--- config.mk ---
export PLATFORM = sky130hd
export DESIGN_NAME = multicycle_controller
export DESIGN_NICKNAME = d
export VERILOG_FILES = /design/src/rtl/multicycle_controller.sv
export SDC_FILE = /design/constraint.sdc
export NUM_CORES = 1
export LEC_CHECK = 0
export ABC_CLOCK_PERIOD_IN_PS = 3900
export CAP_MARGIN = 0
export CORE_MARGIN = 1.5
export CORE_UTILIZATION = 55
export DETAILED_ROUTE_END_ITERATION = 12
export PLACE_DENSITY = 0.8
export SLEW_MARGIN = 20
export SYNTH_ARGS = -nofsm -noshare
export SYNTH_HDL_FRONTEND = slang
export SYNTH_SLANG_ARGS = --single-unit
--- constraint.sdc ---
create_clock -name clk -period 3.9 [get_ports clk]
set_input_delay 0.78 -clock clk [delete_from_list [all_inputs] [get_ports clk]]
set_output_delay 0.78 -clock clk [all_outputs]
set_load 0.01 [all_outputs]
--- src/rtl/multicycle_controller.sv ---
// multicycle_controller: main FSM for a multicycle RV32I datapath.
// Sequences FETCH/DECODE/EXEC/MEM/WB over one shared req/ack memory port,
// traps on illegal opcodes or an unanswered memory request.
// Optional feature: define MULTICYCLE_CTRL_INSTRET_EN to add the instret
// retired-instruction counter (and its CNT_W parameter).
module multicycle_controller #(
    parameter int TIMEOUT_CYCLES = 16
`ifdef MULTICYCLE_CTRL_INSTRET_EN
    , parameter int CNT_W = 32
`endif
) (
    input  logic             clk,
    input  logic             reset,
    input  logic [6:0]       Opcode,
    input  logic             stall,
    input  logic             mem_ack,
    output logic             mem_req,
    output logic             ir_write,
    output logic             pc_update,
    output logic             ALUSrc,
    output logic             MemtoReg,
    output logic             RegWrite,
    output logic             MemRead,
    output logic             MemWrite,
    output logic [1:0]       ALUOp,
    output logic             Branch,
    output logic             JalrSel,
    output logic [1:0]       RWSel,
    output logic             illegal_instr,
    output logic             bus_err,
`ifdef MULTICYCLE_CTRL_INSTRET_EN
    output logic [CNT_W-1:0] instret,
`endif
    output logic             busy
);

    typedef enum logic [2:0] {FETCH, DECODE, EXEC, MEM, WB, TRAP} state_t;

    localparam logic [6:0] OP_R     = 7'b0110011;
    localparam logic [6:0] OP_LW    = 7'b0000011;
    localparam logic [6:0] OP_SW    = 7'b0100011;
    localparam logic [6:0] OP_I     = 7'b0010011;
    localparam logic [6:0] OP_BR    = 7'b1100011;
    localparam logic [6:0] OP_JAL   = 7'b1101111;
    localparam logic [6:0] OP_JALR  = 7'b1100111;
    localparam logic [6:0] OP_LUI   = 7'b0110111;
    localparam logic [6:0] OP_AUIPC = 7'b0010111;

    // Last counted wait cycle; an ack arriving in it still completes.
    localparam logic [7:0] TO_LAST = 8'(TIMEOUT_CYCLES - 1);

    state_t     state, state_nxt;
    logic [6:0] opc;
    logic [7:0] to_cnt, to_cnt_nxt;
    logic       ctrl_en, set_ill, set_berr, opc_legal;
    logic       is_r, is_lw, is_sw, is_i, is_br, is_jal, is_jalr, is_lui, is_auipc;

    assign is_r     = (opc == OP_R);
    assign is_lw    = (opc == OP_LW);
    assign is_sw    = (opc == OP_SW);
    assign is_i     = (opc == OP_I);
    assign is_br    = (opc == OP_BR);
    assign is_jal   = (opc == OP_JAL);
    assign is_jalr  = (opc == OP_JALR);
    assign is_lui   = (opc == OP_LUI);
    assign is_auipc = (opc == OP_AUIPC);

    // Legality of the live IR opcode, used for the DECODE branch
    always_comb begin
        case (Opcode)
            OP_R, OP_LW, OP_SW, OP_I, OP_BR,
            OP_JAL, OP_JALR, OP_LUI, OP_AUIPC: opc_legal = 1'b1;
            default:                           opc_legal = 1'b0;
        endcase
    end

    // Next-state and handshake/strobe outputs
    always_comb begin
        state_nxt = state;
        mem_req   = 1'b0;
        ir_write  = 1'b0;
        pc_update = 1'b0;
        RegWrite  = 1'b0;
        MemRead   = 1'b0;
        MemWrite  = 1'b0;
        ctrl_en   = 1'b0;
        set_ill   = 1'b0;
        set_berr  = 1'b0;
        case (state)
            FETCH: begin
                // A request already outstanding (counter running) ignores stall.
                // Gating with reset keeps the port quiet while reset is held.
                mem_req = reset & (~stall | (to_cnt != 8'd0));
                if (mem_req && mem_ack) begin
                    ir_write  = 1'b1;
                    state_nxt = DECODE;
                end else if (mem_req && to_cnt == TO_LAST) begin
                    set_berr  = 1'b1;
                    state_nxt = TRAP;
                end
            end
            DECODE: begin
                if (opc_legal) begin
                    state_nxt = EXEC;
                end else begin
                    set_ill   = 1'b1;
                    state_nxt = TRAP;
                end
            end
            EXEC: begin
                ctrl_en = 1'b1;
                if (is_lw || is_sw) begin
                    state_nxt = MEM;
                end else if (is_br) begin
                    pc_update = 1'b1;
                    state_nxt = FETCH;
                end else begin
                    state_nxt = WB;
                end
            end
            MEM: begin
                ctrl_en  = 1'b1;
                mem_req  = 1'b1;
                MemRead  = is_lw;
                MemWrite = is_sw;
                if (mem_ack) begin
                    if (is_lw) begin
                        state_nxt = WB;
                    end else begin
                        pc_update = 1'b1;
                        state_nxt = FETCH;
                    end
                end else if (to_cnt == TO_LAST) begin
                    set_berr  = 1'b1;
                    state_nxt = TRAP;
                end
            end
            WB: begin
                ctrl_en   = 1'b1;
                RegWrite  = 1'b1;
                pc_update = 1'b1;
                state_nxt = FETCH;
            end
            TRAP: begin
                state_nxt = TRAP;
            end
            default: begin
                state_nxt = FETCH;
            end
        endcase
    end

    // Wait counter: cleared on every state change, counts unanswered req cycles
    always_comb begin
        to_cnt_nxt = to_cnt;
        if (state_nxt != state) begin
            to_cnt_nxt = 8'd0;
        end else if (mem_req && !mem_ack) begin
            to_cnt_nxt = to_cnt + 8'd1;
        end
    end

    // State, latched opcode and wait counter
    always_ff @(posedge clk or negedge reset) begin
        if (!reset) begin
            state  <= FETCH;
            opc    <= 7'd0;
            to_cnt <= 8'd0;
        end else begin
            state  <= state_nxt;
            to_cnt <= to_cnt_nxt;
            if (state == DECODE) begin
                opc <= Opcode;
            end
        end
    end

    // Sticky trap causes, cleared only by reset
    always_ff @(posedge clk or negedge reset) begin
        if (!reset) begin
            illegal_instr <= 1'b0;
            bus_err       <= 1'b0;
        end else begin
            illegal_instr <= illegal_instr | set_ill;
            bus_err       <= bus_err | set_berr;
        end
    end

    // Datapath control decode from the latched opcode, live in EXEC/MEM/WB
    assign ALUSrc   = ctrl_en & (is_lw | is_sw | is_i | is_jalr | is_auipc);
    assign MemtoReg = ctrl_en & is_lw;
    assign ALUOp    = ctrl_en ? {is_r | is_i | is_jal | is_lui, is_br | is_jal | is_lui} : 2'b00;
    assign Branch   = ctrl_en & (is_br | is_jal);
    assign JalrSel  = ctrl_en & is_jalr;
    assign RWSel    = ctrl_en ? {is_lui | is_auipc, is_jal | is_jalr | is_auipc} : 2'b00;

    assign busy = (state != TRAP) && !(state == FETCH && !mem_req);

`ifdef MULTICYCLE_CTRL_INSTRET_EN
    // Retired-instruction count, one per committed PC; wraps naturally
    always_ff @(posedge clk or negedge reset) begin
        if (!reset) begin
            instret <= '0;
        end else if (pc_update) begin
            instret <= instret + CNT_W'(1);
        end
    end
`endif

endmodule

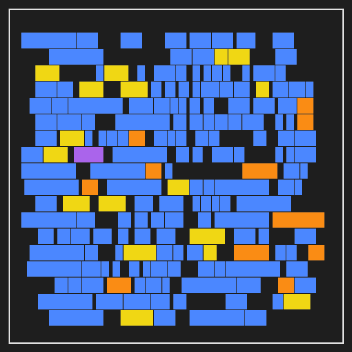
Figure 1: run 1, drive-strength map.
Drawn at 6 px/um.
[blue] x1 and smaller | cells: 159 | share: 85% | most used: clkdlybuf4s50_1
[yellow] x2 | cells: 17 | share: 9.0% | most used: mux2_2
[purple] x6 and larger | cells: 1 | share: 0.53% | most used: clkbuf_8
[orange] x3 and x4 | cells: 11 | share: 5.9% | most used: buf_4

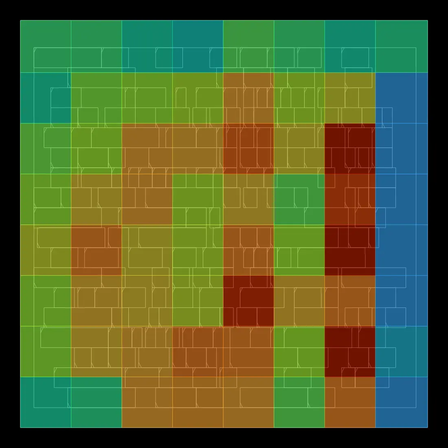
Figure 2: run 1, track usage over the die.
GRT Util Overall: 24.7%
Final Core Density: 71.8%

==> run_results.csv, run 1 <==
group,metric,value,unit
run_status,status,"finished, final reports clean",
synthesis,ys.flops,20,
layout,mostFrequentLayoutCell,"clkdlybuf4s50_1",
synthesis,synth_cells,163,
setup_path,crit_path_frequent_cell,"clkdlybuf4s50_1",
clock_network,cts-hold-fix-buffers,0,
synthesis,yosysTopAreaCell,"dfrtp_1",
drt,avgViaCountPerCell,6.23,
layout,logic_area,920,um2
layout,largestClassByArea,"logic gates",
layout,final-nonclk-buf-share,16.4,%
pwr,intPower,528,uW
setup_path,path_depth,6,
pwr,p_comb,448,uW
grt,grt-ovfl-total,0,
timing,rsz0062_at_grt,"false",
setup_path,ff2ff_setup_slack,1.64,ns
synthesis,synthTopCellsByCount,"dfrtp_1, nand2_1, inv_1, o21ai_0",
grt,grt_pass1_wl,6.20,mm
layout,clock_area_share,1.98,%
drt,highest_layer,"met4",
grt,grtUsageMet3,3.98,%
flow_run,cap_violations,0,
synthesis,synth.mux.area_fraction,4.39,%
timing,hold-worst-slack,0.483,ns
placed_design,post-place-ws,0.486,ns
clock_network,tritoncts,"done",
clock_network,htree_levels,1,
grt,grt_pass1_vias,1364,
flow_run,warnings,27,
setup_path,reg2regPathDepth,7,
grt,grtUsageMet2,39.6,%
timing,slew_violations,0,
synthesis,postSynthSeqShare,33.1,%
drt,drt_pass1_iterations,4,
layout,seq_area_share,27.4,%
floorplanning,fp_util,59.3,%
drt,wl_met1,1.63,mm
placed_design,placed_area,1790,um2
setup_path,slowest_stage,"clkdlybuf4s50_1",
synthesis,synth_nets,176,
drt,wl_per_cell,16.1,um
layout,areaGrowthSynthToFinish,21.0,%
floorplanning,dieWidth,55.4,um
hold_path,hold_depth,1,
synthesis,simple_gate_area_share,29.4,%
placed_design,finalWeightedCongestion,0.825,
pwr,powerDensity,512,nW/um2
layout,max_flop_register,"to_cnt",
layout,n_antenna_cell,0,
clock_network,root_buffer,"clkbuf_4",
setup_path,start_kind,"primary input",
synthesis,avgSynthCellArea,9.27,um2
placed_design,place_hpwl,2.77,mm
drt,wl_met2,1.69,mm
drt,drcViolationCount,0,
setup_path,worst-path-buf-inv,2,
pwr,vdd_drop_max,0.547,mV
pwr,clk-power,117,uW
timing,setup_viol,0,
timing,min_period,3.40,ns
layout,n_all_buffers,31,
grt,grt.busiest_layer,"met2",
grt,grt_max_degree,17,
layout,seq_area,500,um2
timing,tns,0,ns
clock_network,cts.sinks,20,
layout,largest_reg_flops,8,
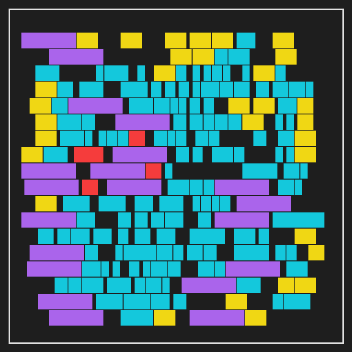
Figure 3: run 1, placed cells, one color a class.
Drawn at 6 px/um.
[red] clock drivers and dummy loads | cells: 4 | share of their area: 2.0%
[yellow] remaining buffers and delay cells | cells: 31 | share of their area: 17%
[purple] registers | cells: 20 | share of their area: 28%
[cyan] remaining logic cells | cells: 133 | share of their area: 53%

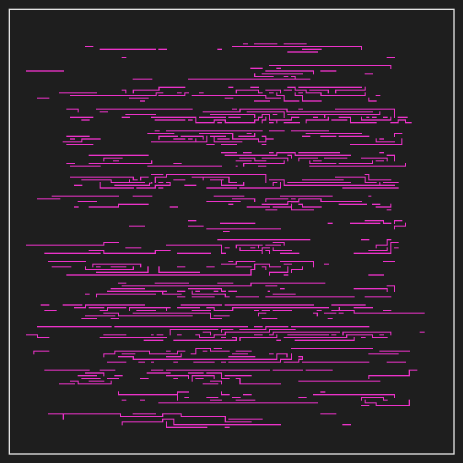
Figure 4: run 1, M1 wires.
Drawn at 8 px/um.
wire length on this layer: 1630 um
share of all routed wire: 47%
longest straight run: 23.0 um
nets with wire on the layer: 180
main direction: horizontal
routed wire length: 3.51 mm
met1 GRT Util: 34.0%
vias: 1359

Figure 5. Close-up of the layout (run 1).
Region (1, 29) to (26, 54) um. Cells in gray, sequential cells in the stronger gray; small squares are vias.
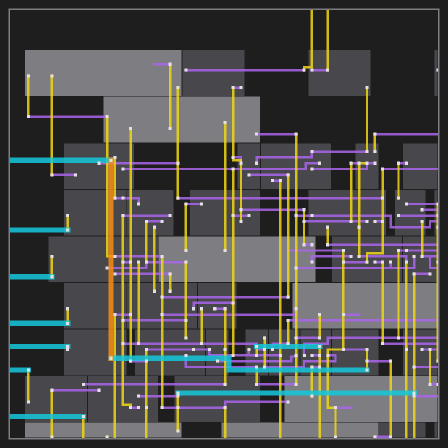

==> run 2: changes to the inputs <==
Settings changed: ABC_CLOCK_PERIOD_IN_PS 3900 to 4150.
Clock period 3.9 ns to 4.15 ns, I/O delays scaled along.
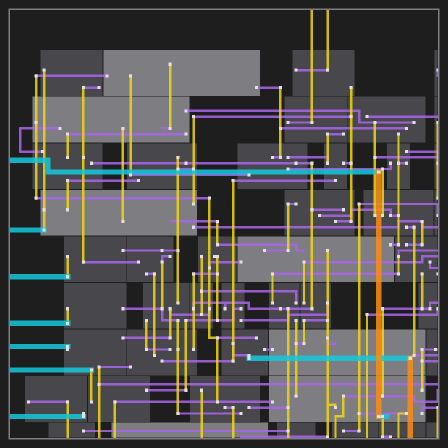
Figure 6: run 2, close-up of the layout.
Region (1, 29) to (26, 54) um. Cells in gray, sequential cells in the stronger gray; small squares are vias.
[orange] M4
[purple] M1
[cyan] M3
[yellow] M2
sequential cells in the window: 6
cells with their middle in the window: 34
netlist names of flops here include: `opc` (6)
most frequent: clkdlybuf4s50_1 (8), dfrtp_1 (6), mux2_2 (5)

==> run_results.csv, run 2 <==
group,metric,value,unit
grt,grt_pass1_vias,1290,
synthesis,yosysTopAreaCell,"dfrtp_1",
layout,final-nonclk-buf-share,15.5,%
layout,mostFrequentLayoutCell,"clkdlybuf4s50_1",
hold_path,hold_depth,1,
layout,clock_area_share,1.26,%
drt,vias,1384,
timing,slew_violations,0,
grt,grt.busiest_layer,"met2",
grt,grtUsageMet2,38.1,%
timing,min_period,3.65,ns
setup_path,path_depth,4,
layout,seq_area_share,27.9,%
layout,n_antenna_cell,0,
grt,grtUsageMet3,3.04,%
pwr,clk-power,90.8,uW
synthesis,synth.mux.area_fraction,4.39,%
synthesis,synth_cells,163,
setup_path,crit_path_frequent_cell,"clkdlybuf4s50_1",
run_status,status,"finished, final reports clean",
timing,tns,0,ns
placed_design,finalWeightedCongestion,0.823,
drt,routed_wl,3.49,mm
placed_design,post-place-ws,0.515,ns
clock_network,cts.sinks,20,
clock_network,root_buffer,"clkbuf_4",
clock_network,htree_levels,1,
drt,drcViolationCount,0,
drt,drt_pass1_iterations,4,
grt,track_usage,24.0,%
pwr,intPower,475,uW
layout,n_all_buffers,28,
grt,grt-ovfl-total,0,
pwr,powerDensity,478,nW/um2
synthesis,simple_gate_area_share,29.4,%
timing,hold-worst-slack,0.472,ns
drt,wl_met1,1.65,mm
layout,largestClassByArea,"logic gates",
drt,wl_met2,1.63,mm
timing,setup_viol,0,
flow_run,warnings,27,
drt,highest_layer,"met4",
layout,largest_reg_flops,8,
layout,fin_util,70.4,%
clock_network,tritoncts,"done",
grt,grt_pass1_wl,5.98,mm
placed_design,place_hpwl,2.67,mm
layout,areaGrowthSynthToFinish,18.6,%
drt,wl_per_cell,16.3,um
synthesis,ys.flops,20,
pwr,vdd_drop_max,0.361,mV
setup_path,start_kind,"primary input",
pwr,p_comb,419,uW
grt,grt_max_degree,17,
setup_path,slowest_stage,"clkdlybuf4s50_1",
placed_design,placed_area,1770,um2
setup_path,reg2regPathDepth,5,
clock_network,cts-hold-fix-buffers,0,
synthesis,synth_nets,176,
drt,avgViaCountPerCell,6.47,
==> run 3: changes to the inputs <==
Settings changed: SLEW_MARGIN 20 to 10, TNS_END_PERCENT set to 50.
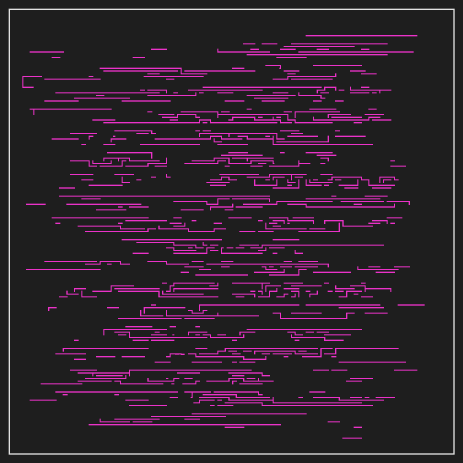
Figure 7: run 3, M1 wires.
Drawn at 8 px/um.
nets with wire on the layer: 174
longest straight run: 26.2 um
wire length on this layer: 1650 um

==> run_results.csv, run 3 <==
group,metric,value,unit
run_status,status,"finished, final reports clean",
layout,largestClassByArea,"logic gates",
drt,wl_per_cell,16.3,um
pwr,clk-power,90.8,uW
synthesis,synthArstFlopShare,100,%
synthesis,simple_gate_area_share,29.4,%
drt,vias,1384,
pwr,intPower,475,uW
clock_network,tritoncts,"done",
layout,clock_area_share,1.26,%
layout,fin_util,70.4,%
timing,rsz0062_at_grt,"false",
hold_path,worstHoldPathType,"reg2reg",
drt,highest_layer,"met4",
layout,n_all_buffers,28,
floorplanning,fp_util,59.3,%
layout,logic_area,920,um2
drt,wl_met1,1.65,mm
setup_path,worst-path-max-fanout,8,
grt,gr-usage-met1,34.4,%
clock_network,cts-hold-fix-buffers,0,
synthesis,synth_cells,163,
grt,grt-ovfl-total,0,
placed_design,post-place-ws,0.515,ns
drt,routed_wl,3.49,mm
setup_path,slowest_stage,"clkdlybuf4s50_1",
synthesis,synth.mux.area_fraction,4.39,%
clock_network,root_buffer,"clkbuf_4",
synthesis,yosysTopAreaCell,"dfrtp_1",
synthesis,synthTopCellsByCount,"dfrtp_1, nand2_1, inv_1, o21ai_0",
setup_path,ff2ff_setup_slack,1.92,ns
drt,wl_met2,1.63,mm
layout,final-nonclk-buf-share,15.5,%
floorplanning,dieWidth,55.4,um
grt,grtUsageMet3,3.04,%
layout,areaGrowthSynthToFinish,18.6,%
setup_path,worst-path-buf-inv,2,
drt,drcViolationCount,0,
grt,grt_pass1_wl,5.98,mm
pwr,powerDensity,478,nW/um2
setup_path,start_kind,"primary input",
placed_design,finalWeightedCongestion,0.823,
pwr,top_power_group,"combinational cells",
clock_network,htree_levels,1,
layout,seq_area,500,um2
clock_network,cts.sinks,20,
layout,mostFrequentLayoutCell,"clkdlybuf4s50_1",
layout,n_antenna_cell,0,
grt,grt_pass1_vias,1290,
timing,tns,0,ns
pwr,p_comb,419,uW
setup_path,crit_path_frequent_cell,"clkdlybuf4s50_1",
timing,setup_viol,0,
timing,min_period,3.65,ns
pwr,vdd_drop_max,0.361,mV
setup_path,path_depth,4,
layout,finalInstanceArea,1790,um2
flow_run,warnings,27,
synthesis,ys.flops,20,
grt,grt.busiest_layer,"met2",
grt,track_usage,24.0,%
layout,largest_reg_flops,8,
placed_design,place_hpwl,2.67,mm
setup_path,reg2regPathDepth,5,
synthesis,postSynthSeqShare,33.1,%
synthesis,synthesis.area,1510,um2
drt,drt_pass1_iterations,4,
No activity file was given, so power comes from the tool's default toggle rates.
